File: src/rtl/if_fetch_stage.sv
// rtl/if_fetch_stage.sv - MIPS IF stage: PC, req/ack instruction fetch, small instruction buffer
// Redirects on decode-resolved branches; DROP swallows the ack of an abandoned request.
module if_fetch_stage #(
  parameter int                  WORD_LEN  = 32,
  parameter logic [WORD_LEN-1:0] RESET_PC  = '0,
  parameter int                  BUF_DEPTH = 2
) (
  input  logic                clk,
  input  logic                rst,
  input  logic                freeze,
  input  logic                branch_taken,
  input  logic [WORD_LEN-1:0] branch_offset,
  input  logic [WORD_LEN-1:0] id_pc,
  output logic                imem_req,
  output logic [WORD_LEN-1:0] imem_addr,
  input  logic                imem_ack,
  input  logic [WORD_LEN-1:0] imem_rdata,
  output logic                valid_out,
  output logic [WORD_LEN-1:0] instruction_out,
  output logic [WORD_LEN-1:0] pc_out
);

  localparam int PTR_W = (BUF_DEPTH > 1) ? $clog2(BUF_DEPTH) : 1;
  localparam int OCC_W = PTR_W + 1;
  localparam logic [OCC_W-1:0] DEPTH = OCC_W'(BUF_DEPTH);

  typedef enum logic [1:0] {IDLE, FETCH, DROP} state_t;

  state_t              state;
  logic [WORD_LEN-1:0] fetch_pc;
  logic [PTR_W-1:0]    rd_ptr;
  logic [PTR_W-1:0]    wr_ptr;
  logic [OCC_W-1:0]    occ;
  logic [OCC_W-1:0]    occ_next;
  logic [WORD_LEN-1:0] pc_buf    [BUF_DEPTH];
  logic [WORD_LEN-1:0] instr_buf [BUF_DEPTH];
  logic                empty;
  logic                push;
  logic                pop;
  logic                has_room;
  logic [WORD_LEN-1:0] target;

  assign imem_addr = fetch_pc;
  assign empty     = (occ == '0);
  assign valid_out = !empty && !branch_taken;
  assign pop       = valid_out && !freeze;
  // Data returned together with a branch is on the wrong path and never enters the buffer.
  assign push      = (state == FETCH) && imem_ack && !branch_taken;
  assign occ_next  = occ + OCC_W'(push) - OCC_W'(pop);
  assign has_room  = (occ_next < DEPTH);
  assign target    = id_pc + (branch_offset << 2);

  assign instruction_out = empty ? '0 : instr_buf[rd_ptr];
  assign pc_out          = empty ? '0 : pc_buf[rd_ptr];

  always_ff @(posedge clk) begin
    if (push) begin
      pc_buf[wr_ptr]    <= fetch_pc + WORD_LEN'(4);
      instr_buf[wr_ptr] <= imem_rdata;
    end
  end

  always_ff @(posedge clk or posedge rst) begin
    if (rst) begin
      state    <= IDLE;
      imem_req <= 1'b0;
      fetch_pc <= RESET_PC;
      occ      <= '0;
      rd_ptr   <= '0;
      wr_ptr   <= '0;
    end else begin
      if (push) wr_ptr <= wr_ptr + PTR_W'(1);
      if (pop)  rd_ptr <= rd_ptr + PTR_W'(1);
      occ <= occ_next;

      if (branch_taken) begin
        occ      <= '0;
        rd_ptr   <= '0;
        wr_ptr   <= '0;
        fetch_pc <= target;
      end else if (push) begin
        fetch_pc <= fetch_pc + WORD_LEN'(4);
      end

      case (state)
        IDLE: begin
          if (!branch_taken && has_room) begin
            state    <= FETCH;
            imem_req <= 1'b1;
          end
        end
        FETCH: begin
          if (branch_taken) begin
            // An unanswered request is still owed an ack; DROP waits for and discards it.
            state    <= imem_ack ? IDLE : DROP;
            imem_req <= !imem_ack;
          end else if (imem_ack && !has_room) begin
            state    <= IDLE;
            imem_req <= 1'b0;
          end
        end
        DROP: begin
          if (imem_ack) begin
            state    <= IDLE;
            imem_req <= 1'b0;
          end
        end
        default: begin
          state    <= IDLE;
          imem_req <= 1'b0;
        end
      endcase
    end
  end

endmodule

File: config.mk
export PLATFORM = sky130hd
export DESIGN_NAME = if_fetch_stage
export DESIGN_NICKNAME = d
export VERILOG_FILES = /design/src/rtl/if_fetch_stage.sv
export SDC_FILE = /design/constraint.sdc
export NUM_CORES = 1
export LEC_CHECK = 0
export CORE_AREA = 2 2 100 198
export CTS_CLUSTER_DIAMETER = 60
export DETAILED_ROUTE_END_ITERATION = 12
export DIE_AREA = 0 0 102 200
export GPL_TIMING_DRIVEN = 0
export HOLD_SLACK_MARGIN = 0.15
export PLACE_DENSITY = 0.8
export RECOVER_POWER = 100
export SLEW_MARGIN = 10
export SYNTH_ARGS = -nofsm -noshare
export SYNTH_HDL_FRONTEND = slang
export SYNTH_SLANG_ARGS = --single-unit
File: constraint.sdc
create_clock -name clk -period 5.31 [get_ports clk]
set_input_delay 1.062 -clock clk [delete_from_list [all_inputs] [get_ports clk]]
set_output_delay 1.062 -clock clk [all_outputs]
set_load 0.01 [all_outputs]
==> deck_impl_summary.md <==
Physical Implementation Snapshot

Setup path
  • WP data required: roughly 4.3 ns
  • CP max stage cell: clkdlybuf4s50_1
  • R2R Setup Slk: ~1.3 ns
  • Crit path from: branch_taken
  • CP startpoint kind: input pin
  • Kind of critical path: in2out
  • Crit path buf inv count: 5
  • Most frequent CP cell: clkbuf_1
  • Worst r2r dst: pc_buf[1][2]
  • Crit path depth: 6
  • Worst path max stage delay: 0.68 ns
  • CP endpoint kind: output pin
  • Max Fanout on Critical Path: 10
  • CP top delay family: buffers and inverters
  • RR Startpoint: state[0]
  • Termination of the worst setup path: valid_out
  • R2R cell count: 6
  • CP Cell Sequence: clkdlybuf4s50_1 -> clkbuf_1 -> clkbuf_1 -> clkbuf_1 -> nor2_1 -> clkdlybuf4s50_1

STA
  • Clock Skew: 0.0101 ns
  • Setup TNS: 0 ns
  • Slew Viols, Final: 108
  • Setup violators final: 0
  • Tightest Pin Transition: between 2 and 2.5 ns
  • Slew margin rel.: -41.4%
  • Maximum clock rate: 0.191 GHz
  • Hold_ws: 0.511 ns
  • Hold Fails Final Rpt: 0
  • Period utilization: 98.8%
  • Tmin final: 5.25 ns

Final layout
  • # nets final: 1146
  • Layout fillers: 1539
  • Inverter count: 18
  • NonClk Buf Share: roughly 18%
  • Final Instance Count excl. Fillers: 1280
  • Dominant kind of cell by area: flip-flops and latches
  • Logic Gate Count: between 500 and 600
  • Final Util: between 60% and 70%
  • Flop share of the area: 40.9%
  • Seq_cells: 167
  • Multi-input logic area: slightly below 4000 µm²
  • Top cell excl fill/tap: dlygate4sd3_1
  • FF+latch area: 4820 µm²
  • ANT cells: 0
  • Share of cells above drive strength 1: 4.49%
  • Clk cell area share: about 5.2%

Status
  • Status: complete, but fails checks
  • Failing checks: capacitance limit, slew limit

Clock network
  • Root Buffer: clkbuf_16
  • Clock buffer depth: 2
  • Setup Fix Bufs, Post-CTS: 0
  • Post-CTS Hold Fix Bufs: 0
  • Worst-path clk slew: 0.06 ns
  • CTS Buf Count: 17
  • Clock network latency to the later pin of the worst-skew pair: 0.43 ns
  • CTS tree: yes
  • H-Tree Level Count: 4

Synth
  • Yosys warns: 0
  • Ys cells: 792
  • Post-synth top flop: edfxtp_1
  • Mean Syn Cell Area: approximately 11 µm²
  • Number of enable flip-flop cells: about 130
  • Total nets after synthesis: roughly 900
  • FFs w/ async S/R, synth: 23.4%
  • Mapped Area: about 8900 µm²
  • Flops after synth: 167

Floorplan
  • FP Util: between 40% and 50%
  • DIE WIDTH: 102 µm
  • Num rows: 71
  • Die ar.: roughly 20000 µm²
  • Die height: 200 µm
  • Tapcell count: 255
  • I/O pin count: 199
  • Core area: 18800 µm²

Global routing
  • Met3 Usage GRT: 4.84%
  • Initial antenna violation count: 0
  • Grt ovf: 0
  • GR Util met2: 42.6%
  • GR peak layer: met2
  • Total Routing Usage GR: between 20% and 30%
  • Pin count of the biggest net entering global routing: 39
  • First-pass GRT wire length: 34200 µm
  • Grt met1 use: 20.6%

Power and ir drop
  • Power, Total: 3.81 mW
  • Reg power frac: 42.3%
  • Internal: 2.71 mW
  • Leakage: around 4.4 nW
  • Comb pwr: 0.927 mW
  • Power Density: 323 nW/µm²
  • Part of the power in the clock network: 33.3%
  • Clk pwr: 1.27 mW
  • Peak VDD IR: 0.220 mV
  • Net Sw Frac: 28.9%
  • Comb pwr share: 24.3%

Worst hold path
  • Hold wc startpoint: imem_addr[0]
  • Hold Path Cell Cnt: 0
  • Min-delay worst type: reg2reg
  • Worst Hold Endpoint: pc_buf[1][0]

Routing
  • First-pass DRT Iterations: 5
  • First DRT Iteration DRCs: 282
  • Top Layer Used: met4
  • Met3 Wirelength: between 1000 and 1500 µm
  • Via/cell ratio: around 5.4
  • Total number of vias: 6850
  • Wire length per cell: 17.2 µm
  • Metal2 WL: 12500 µm
  • Post-DRT Antenna Nets: 0
  • Total Wirelength: 22000 µm

Placement
  • Post-DP Area: 11300 µm²
  • GP Congestion: between 0.9 and 1
  • DP HPWL: 17200 µm
  • Placed insts: 1248
  • Setup WS pre-CTS: 0.105 ns

Run
  • Max-cap check violation count: 4
  • OpenROAD warnings: 28
logic make-up after synthesis:
family | count (synthesis) | synth area share (%)
buffers and inverters | 49 | 2.17
and+or+nand+nor | 259 | 13.0
DFF | 167 | 54.3
xor gates and xnor gates | 78 | 7.69
muxes | 74 | 8.38
AOI/OAI and AO/OA | 132 | 9.80
adders and majority gates | 33 | 4.73
synth_stat cells (17+ instances only):
cell | count | area (µm²)
edfxtp_1 | 128 | 3840
nor2_1 | 122 | 458
mux2i_1 | 71 | 711
nand2_1 | 64 | 240
xnor2_1 | 52 | 455
a21oi_1 | 41 | 205
dfrtp_1 | 39 | 976
ha_1 | 32 | 400
o21ai_0 | 30 | 150
xor2_1 | 26 | 228
clkbuf_1 | 24 | 90.1
inv_1 | 17 | 63.8
nand4_1 | 17 | 106
Fig. 1: cell sizes after repair
Drawn at 3 px/µm.
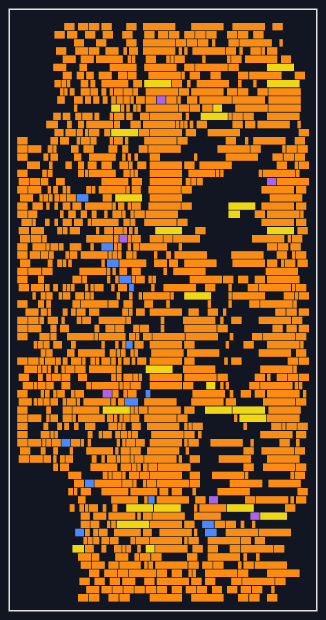
| color | size | cells | share | most used |
|---|---|---|---|---|
| blue | _2 cells | 14 | 1.4% | mux2_2 |
| purple | _3 and _4 cells | 6 | 0.59% | clkinv_4 |
| orange | _0 and _1 cells | 979 | 96% | dlygate4sd3_1 |
| yellow | _6 and larger | 26 | 2.5% | clkbuf_16 |
final worst setup slack: 0.0646 ns
design area: 11800 µm²
nonclk buf count: 232
Layout area overhead: 32.7%

Fig. 2: layout detail
Region (38, 88) to (63, 113) µm. Cells in gray, sequential cells in the stronger gray; small squares are vias.
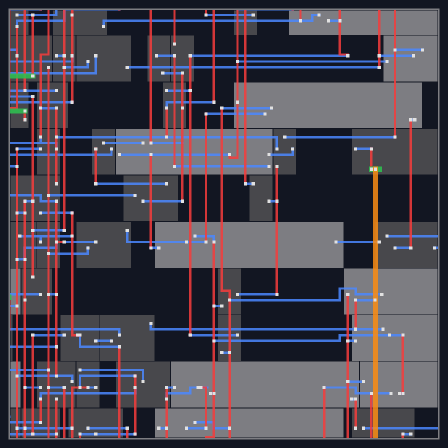
| color | layer |
|---|---|
| red | metal 2 |
| blue | metal 1 |
| orange | metal 4 |
| green | metal 3 |
cells with their middle in the window: 37
netlist names of flops here include: `pc_buf` (5), `wr_ptr` (1)
most frequent: xnor2_1 (7), clkbuf_1 (5), edfxtp_1 (5)
sequential cells in the window: 6

Power and IR drop assume default switching activity.
